File: config.mk
export PLATFORM = sky130hd
export DESIGN_NAME = controller_sequencer
export DESIGN_NICKNAME = d
export VERILOG_FILES = /design/src/rtl/controller_sequencer_pkg.sv /design/src/rtl/controller_sequencer_ring_counter.sv /design/src/rtl/controller_sequencer.sv
export SDC_FILE = /design/constraint.sdc
export NUM_CORES = 1
export LEC_CHECK = 0
export ABC_AREA = 1
export CORE_AREA = 2 2 40 42
export DETAILED_ROUTE_END_ITERATION = 7
export DIE_AREA = 0 0 42 44
export PLACE_DENSITY = 0.75
export SLEW_MARGIN = 20
export SYNTH_ARGS = -nofsm -noshare
export SYNTH_HDL_FRONTEND = slang
export SYNTH_HIERARCHICAL = 1
export SYNTH_SLANG_ARGS = --single-unit
File: constraint.sdc
create_clock -name Clk -period 3.04 [get_ports Clk]
set_input_delay 0.608 -clock Clk [delete_from_list [all_inputs] [get_ports Clk]]
set_output_delay 0.608 -clock Clk [all_outputs]
set_load 0.005 [all_outputs]
File: src/rtl/controller_sequencer_pkg.sv
// Shared constants for the SAP-1 control unit.
// Contents: opcodes, ring-slot indices, the sequencer mode encoding and the inactive control word.
package controller_sequencer_pkg;

  localparam logic [3:0] OP_LDA = 4'b0000;
  localparam logic [3:0] OP_ADD = 4'b0001;
  localparam logic [3:0] OP_SUB = 4'b0010;
  localparam logic [3:0] OP_OUT = 4'b1110;
  localparam logic [3:0] OP_HLT = 4'b1111;

  // Bit positions of each timing state in the one-hot ring vector.
  localparam int T1_IDX = 0;
  localparam int T2_IDX = 1;
  localparam int T3_IDX = 2;
  localparam int T4_IDX = 3;
  localparam int T5_IDX = 4;
  localparam int T6_IDX = 5;

  // Coarse mode. The T1..T6 sub-state lives in the ring counter.
  typedef enum logic [1:0] {
    MODE_RESET = 2'd0,
    MODE_RUN   = 2'd1,
    MODE_HALT  = 2'd2
  } mode_e;

  typedef struct packed {
    logic cp;
    logic ep;
    logic lm;
    logic ce;
    logic li;
    logic ei;
    logic la;
    logic ea;
    logic su;
    logic eu;
    logic lb;
    logic lo;
  } ctrl_word_t;

  // Active-low strobes sit at 1 and active-high strobes sit at 0.
  localparam ctrl_word_t CTRL_INACTIVE = '{
    cp: 1'b0, ep: 1'b0, lm: 1'b1, ce: 1'b1, li: 1'b1, ei: 1'b1,
    la: 1'b1, ea: 1'b0, su: 1'b0, eu: 1'b0, lb: 1'b1, lo: 1'b1
  };

endpackage

File: src/rtl/controller_sequencer_ring_counter.sv
// Six-slot one-hot timing ring for the SAP-1 sequencer.
// Clr empties the ring. The first free-running edge after that loads T1. Hold freezes the current value.
module ring_counter (
  input  logic       Clk,
  input  logic       Clr,
  input  logic       Hold,
  output logic [5:0] T
);

  // Rotate the one-hot token once per edge. An empty ring restarts at T1.
  always_ff @(posedge Clk) begin
    if (Clr)
      T <= '0;
    else if (!Hold) begin
      if (T == 6'b000000)
        T <= 6'b000001;
      else
        T <= {T[4:0], T[5]};
    end
  end

endmodule

File: src/rtl/controller_sequencer.sv
// SAP-1 control unit: the mode FSM and ring counter drive a combinational decoder.
// The decoder turns the ring slot and the opcode into the per-cycle control word.
//
// state      | meaning
// -----------+---------------------------------------------------------
// MODE_RESET | Clr seen. Ring empty, outputs inactive, Hlt=0.
// MODE_RUN   | Fetch/execute. Ring walks T1..T6 and the decoder is active.
// MODE_HALT  | HLT executed. Ring empty and frozen, Hlt=1, wait for Clr.
module controller_sequencer (
  input  logic       Clk,
  input  logic       Clr,
  input  logic [3:0] Opcode,
  output logic       Cp,
  output logic       Ep,
  output logic       Lm,
  output logic       CE,
  output logic       Li,
  output logic       Ei,
  output logic       La,
  output logic       Ea,
  output logic       Su,
  output logic       Eu,
  output logic       Lb,
  output logic       Lo,
  output logic       Hlt,
  output logic [5:0] T
);
  import controller_sequencer_pkg::*;

  mode_e      mode, mode_next;
  logic [5:0] t_ring;
  logic       hlt_t4;
  logic       ring_clr;
  logic       ring_hold;
  ctrl_word_t cw;

  assign hlt_t4    = t_ring[T4_IDX] && (Opcode == OP_HLT);
  // Emptying the ring on the HLT edge makes T read zero from HALT onward.
  assign ring_clr  = Clr || hlt_t4;
  assign ring_hold = (mode == MODE_HALT);

  ring_counter u_ring (
    .Clk  (Clk),
    .Clr  (ring_clr),
    .Hold (ring_hold),
    .T    (t_ring)
  );

  // Mode register. Clr wins over every mode, including HALT.
  always_ff @(posedge Clk) begin
    if (Clr)
      mode <= MODE_RESET;
    else
      mode <= mode_next;
  end

  // Next mode: leave RESET on the first free edge, then stick in HALT after HLT.
  always_comb begin
    mode_next = mode;
    case (mode)
      MODE_RESET: mode_next = MODE_RUN;
      MODE_RUN:   if (hlt_t4) mode_next = MODE_HALT;
      MODE_HALT:  mode_next = MODE_HALT;
      default:    mode_next = MODE_RESET;
    endcase
  end

  // Control-word decode from the ring slot and the opcode.
  always_comb begin
    cw  = CTRL_INACTIVE;
    Hlt = (mode == MODE_HALT);
    if (mode == MODE_RUN) begin
      if (t_ring[T1_IDX]) begin
        cw.ep = 1'b1;
        cw.lm = 1'b0;
      end else if (t_ring[T2_IDX]) begin
        cw.cp = 1'b1;
      end else if (t_ring[T3_IDX]) begin
        cw.ce = 1'b0;
        cw.li = 1'b0;
      end else if (t_ring[T4_IDX]) begin
        case (Opcode)
          OP_LDA, OP_ADD, OP_SUB: begin
            cw.ei = 1'b0;
            cw.lm = 1'b0;
          end
          OP_OUT: begin
            cw.ea = 1'b1;
            cw.lo = 1'b0;
          end
          OP_HLT:  Hlt = 1'b1;
          default: ;
        endcase
      end else if (t_ring[T5_IDX]) begin
        case (Opcode)
          OP_LDA: begin
            cw.ce = 1'b0;
            cw.la = 1'b0;
          end
          OP_ADD, OP_SUB: begin
            cw.ce = 1'b0;
            cw.lb = 1'b0;
          end
          default: ;
        endcase
      end else if (t_ring[T6_IDX]) begin
        if (Opcode == OP_ADD || Opcode == OP_SUB) begin
          cw.eu = 1'b1;
          cw.la = 1'b0;
          cw.su = (Opcode == OP_SUB);
        end
      end
    end
  end

  assign Cp = cw.cp;
  assign Ep = cw.ep;
  assign Lm = cw.lm;
  assign CE = cw.ce;
  assign Li = cw.li;
  assign Ei = cw.ei;
  assign La = cw.la;
  assign Ea = cw.ea;
  assign Su = cw.su;
  assign Eu = cw.eu;
  assign Lb = cw.lb;
  assign Lo = cw.lo;
  assign T  = t_ring;

endmodule

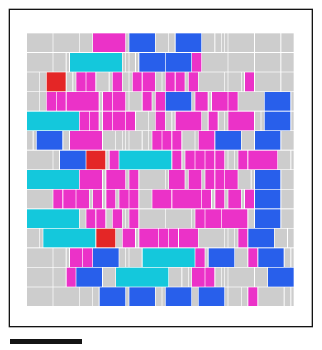
*Cells colored by class, run 1*
Bar = 10 µm. Fill, decap, tap and diode cells in gray.
cyan -> sequential cells  # cells 8, share of their area 19%
red -> clock drivers  # cells 3, share of their area 2.7%
magenta -> combinational and other logic  # cells 85, share of their area 50%
blue -> remaining buffers and delay cells  # cells 24, share of their area 28%

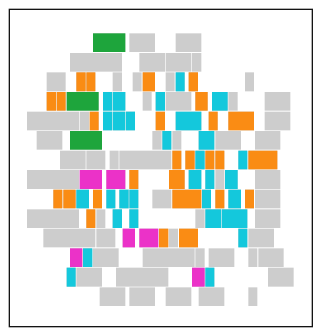
*Selected gate families, run 1*
orange -> nor cells  # cells 27, most used nor2_1
cyan -> nand cells  # cells 30, most used nand2_1
magenta -> aoi and oai cells  # cells 6
green -> fa/ha/maj cells  # cells 3, most used ha_1

==> summary.txt, run 1 <==
Met3 WL - 58 µm
Top-level port count - 25
Endpoints failing setup - 0
Met2 wire length - 753 µm
H-Tree Depth - 1
Synth-to-Final Area Change - 48.39%
PwrDens - 654.7 mW/mm²
Post-Route WL - 1.444 mm
Cells in synth_stat.txt - 93
Comb power - 0.000307 W
VDD IR max - 420.1 µV
Routed Antenna Nets - 0
R2R depth - 6
Fin cells - 136
Synth Instances - 93
Cell area leaders - dfxtp_1 (27%), nand2_1 (12%), nor2_1 (12%), inv_1 (11%), ha_1 (6.4%)
Adders+Majority by Area - 0.06424
HPWL Detailed - 1.174 mm
Synth flops - 8
Clock Path Buffers - 2
Mapped Area - 584.3 µm²
Data arrival time of the critical path - 2.11 ns
Placed cells - 133
Count of tool warnings - 28
Final Worst Setup Slack - 0.3177 ns
CTS buffer count - 3
Largest logic family - simple AND/OR/NAND/NOR gates
Met2 usage in global routing - 0.3031
NumNets Final - 131
Outcome - completed
Fin crit period - 2.722 ns
DR vias - 681
Global route overflow - 0
Crit-path max FO - 3
Kind of critical path - input port to output port
CP Launch Type - input port
Initial antenna violation count - 0
Clock network power share - 0.138
FF+latch area - 160.2 µm²
CP cell instances - clkdlybuf4s50_1 -> nor2_4 -> nand2_2 -> nor2_1 -> nand3_2 -> inv_1 -> clkdlybuf4s50_1
Sequential share of power - 0.321
Stages on worst setup path - 7
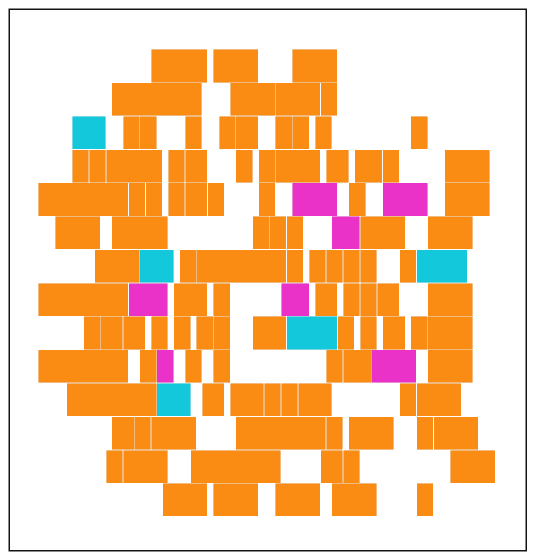
*Drive-strength map, run 1*
cyan -> _3 and _4 cells  # cells 5, most used clkbuf_4
magenta -> _2 cells  # cells 7, most used nand3_2
orange -> _0 and _1 cells  # cells 108, most used clkdlybuf4s50_1

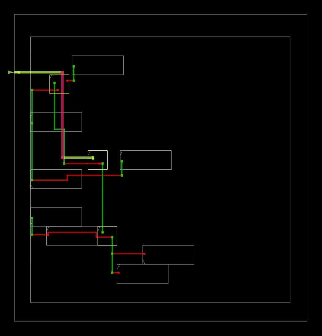
*Clock nets, run 1*
clk_skew: 0.003463 ns
Clock Latency Late Sink: 0.25 ns
clock buffers: 3
clock sinks: 8
clock network power: 0.0000785 W

## run 1: final cells by class
class / instances / area share
clock buffer: 3 / 0.02597
inverter: 18 / 0.07792
tap: 16 / 0.02309
multi-input combinational: 67 / 0.4113
timing repair buffer: 24 / 0.2771
sequential: 8 / 0.1847
## run 1: worst min path at each step
stage                     start          end  slack [ns]  cells past startpoint
floorplan           u_ring/T[5]  u_ring/T[5]        0.47                      2
global placement    u_ring/T[5]  u_ring/T[5]        0.49                      2
detailed placement  u_ring/T[5]  u_ring/T[5]        0.49                      2
CTS                 u_ring/T[5]  u_ring/T[5]        0.50                      2
global route        u_ring/T[5]  u_ring/T[5]        0.53                      2
finish              u_ring/T[5]  u_ring/T[5]        0.50                      2
## run 1: state kept, by name, summed over array words and instances (netlist names)
signal and flops:
u_ring/T 6, mode 2
### Metal 2, run 1

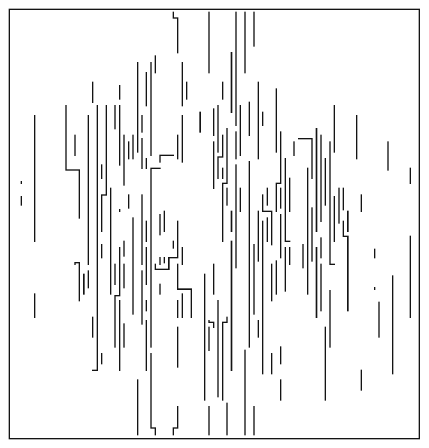

==> inputs of run 2 (changes only) <==
CELL_PAD_IN_SITES_DETAIL_PLACEMENT = 2   (was not set)
CELL_PAD_IN_SITES_GLOBAL_PLACEMENT = 2   (was not set)
CORE_AREA = 2 2 56 58   (was 2 2 40 42)
CTS_CLUSTER_DIAMETER = 120   (was not set)
DIE_AREA = 0 0 58 60   (was 0 0 42 44)
PLACE_DENSITY = 0.74   (was 0.75)
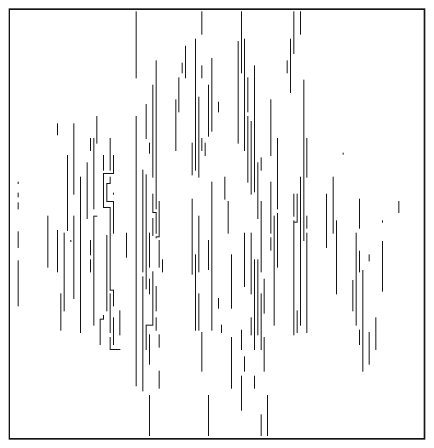
*Metal 2, run 2*
nets with wire on the layer = 113
longest straight run = 37.7 µm

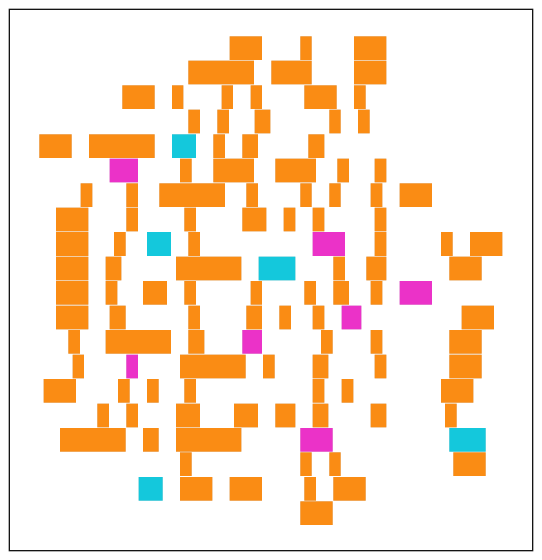
*Drive-strength map, run 2*
orange -> _0 and _1 cells  # cells 108, most used clkdlybuf4s50_1
magenta -> _2 cells  # cells 7, most used nand3_2
cyan -> _3 and _4 cells  # cells 5, most used clkbuf_4

==> summary.txt, run 2 <==
Outcome - completed
Met2 usage in global routing - 0.2127 (-0.09046)
R2R depth - 5 (-1)
Hold-critical path depth - 2 (unchanged)
Synth-to-Final Area Change - 52.03%
Post-CTS resize count - 0
Data arrival time of the critical path - 2.14 ns (+0.03 ns)
R2R Path Start - u_ring/T[3]
WHS Endpoint - u_ring/T[5]
Clock sinks - 8 (unchanged)
H-Tree Depth - 1 (unchanged)
HPWL Detailed - 1.567 mm (+34%)
Adders+Majority by Area - 0.06424 (unchanged)
Global route overflow - 0 (unchanged)
Share of cells above drive strength 1 - 0.1000
Count of tool warnings - 28 (unchanged)
Crit-path max FO - 4 (+1)
Clock transition at path regs - 0.06 ns
Synth flops - 8 (unchanged)
Met2 wire length - 994 µm (+32%)
Clock Path Buffers - 2 (unchanged)
PwrDens - 661.5 mW/mm² (+1.1%)
GR Util met1 - 0.1443
Initial antenna violation count - 0 (unchanged)
Placed cells - 150 (+13%)
Final Worst Setup Slack - 0.2947 ns (-0.02309 ns)
Largest Register - u_ring/T
CP Launch Type - input port
Met3 WL - 89 µm (+53%)
Hold Startpoint - u_ring/T[5]
DR vias - 685 (+0.59%)
Kind of critical path - input port to output port
Fin crit period - 2.745 ns (+0.02309 ns)
Cell area leaders - dfxtp_1 (27%), nand2_1 (12%), nor2_1 (12%), inv_1 (11%), ha_1 (6.4%)
Fin cells - 153 (+13%)
CTS buffer count - 3 (unchanged)
Post-route cell area - 888.4 µm²
Worst Setup SP - Opcode[0]
Clock Latency Late Sink - 0.26 ns (about the same)
NumNets Final - 131 (unchanged)
Post-Route WL - 1.934 mm (+34%)
GR Util met3 - 0.01948
Routed Antenna Nets - 0 (unchanged)
Stages on worst setup path - 6 (-1)
VDD IR max - 306.4 µV (-27%)
Largest register FFs - 6 (unchanged)
Cell mode on critical path - clkdlybuf4s50_1
Cells in synth_stat.txt - 93 (unchanged)
Final core utilization - 0.3060
Top-level port count - 25 (unchanged)
Synth Instances - 93 (unchanged)
Mapped Area - 584.3 µm² (unchanged)
==> run 2: report_power, final <==
group | leakage, nW | total [W] | internal, W | switching [W]
sequential | 0.0659 | 0.000184 | 0.000139 | 0.0000450
combinational | 0.292 | 0.000320 | 0.000147 | 0.000173
clock | 0.0138 | 0.0000837 | 0.0000453 | 0.0000384
total | 0.371 | 0.000588 | 0.000331 | 0.000256
==> run 2: area by class of cell <==
type | count | area (µm²) | area share
timing repair buffer | 24 | 240.2 | 0.2704
sequential | 8 | 160.2 | 0.1803
clock buffer | 3 | 22.52 | 0.02535
tap | 33 | 41.29 | 0.04648
multi-input combinational | 67 | 356.6 | 0.4014
inverter | 18 | 67.56 | 0.07606
### Clock nets, run 2

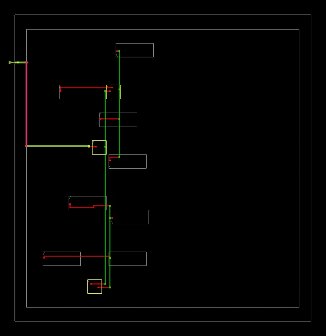

==> inputs of run 3 (changes only) <==
ABC_AREA = not set   (was 1)
CAP_MARGIN = 20   (was not set)
CORE_AREA = 2 2 54 56   (was 2 2 56 58)
DIE_AREA = 0 0 56 58   (was 0 0 58 60)
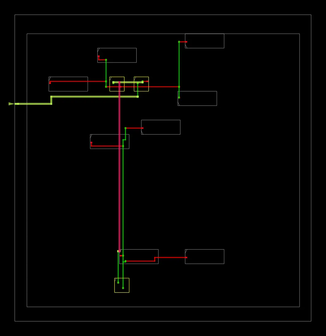
*Clock nets, run 3*
flop count: 8
clk_skew: 0.004033 ns
clock network power: 0.0000886 W
Clock Latency Late Sink: 0.27 ns

==> summary.txt, run 3 <==
Outcome - completed
WHS Endpoint - u_ring/T[5]
Clock buf/inv share - 0.02449 (-0.0008623)
Clock sinks - 8 (unchanged)
DR vias - 663 (-3.2%)
GR Util met3 - 0.04018 (+0.02070)
Routed Antenna Nets - 0 (unchanged)
Hold-critical path depth - 2 (unchanged)
Post-Route WL - 1.981 mm (+2.4%)
NumNets Final - 111 (-15%)
Top-level port count - 25 (unchanged)
Clock transition at path regs - 0.06 ns (about the same)
Share of cells above drive strength 1 - 0.1200 (+0.02000)
Inverters - 3 (-15)
PwrDens - 570.7 mW/mm² (-14%)
Clock Path Buffers - 2 (unchanged)
Count of tool warnings - 28 (unchanged)
HPWL Detailed - 1.564 mm (-0.17%)
Met2 usage in global routing - 0.1983 (-0.01434)
GR Util met1 - 0.1848 (+0.04044)
Initial antenna violation count - 0 (unchanged)
Kind of critical path - input port to output port
Largest Register - u_ring/T
Clock buffers - 3 (unchanged)
Met3 WL - 128 µm (+44%)
Synth-to-Final Area Change - 48.19%
Multi-input combinational area share - 0.4748 (+0.07342)
Largest cell class - multi-input combinational cells
Crit-path max FO - 4 (unchanged)
Combinational Gates - 61 (-9.0%)
FF+latch area - 160.2 µm² (unchanged)
Final Worst Setup Slack - 0.1736 ns (-0.1211 ns)
Non-clock buffering overhead - 0.2721 (+0.001687)
CP Launch Type - input port
Global route overflow - 0 (unchanged)
Worst Setup SP - Opcode[3]
Mapped Area - 620.6 µm² (+6.2%)
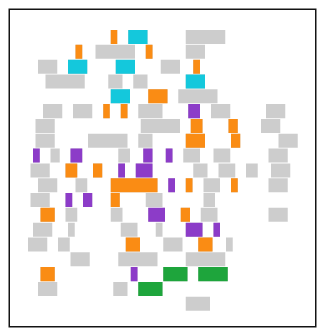
*Selected gate families, run 3*
cyan -> mux cells  # cells 5, most used mux2i_1
green -> fa/ha/maj cells  # cells 3, most used ha_1
purple -> nand cells  # cells 14, most used nand2_1
orange -> nor cells  # cells 22, most used nor2_1

==> run 3: power by group <==
group	leakage (nW)	switching (W)	internal (W)	total, W
Combinational	0.241	0.000116	0.000143	0.000259
Clock	0.0138	0.0000430	0.0000456	0.0000886
Sequential	0.0655	0.0000472	0.000130	0.000178
Total	0.320	0.000206	0.000319	0.000525
==> run 3: critical path, cell delays in order <==
cell and delay [ns]:
clkdlybuf4s50_1 0.46, nor3_1 0.29, nand2_1 0.15, nor3_1 0.23, clkdlybuf4s50_1 0.53
==> run 3: metrics by stage <==
stage                 util  instance area, µm²  hold WS [ns]  instances
global placement    0.3351               892.1        0.5615        128
detailed placement  0.3351               892.1        0.5802        128
finish              0.3454               919.6        0.5873        131
CTS                 0.3435               914.6        0.5897        131
global route        0.3454               919.6        0.6203        131
floorplan                -               620.6        0.5459         74
Power and IR drop assume default switching activity.
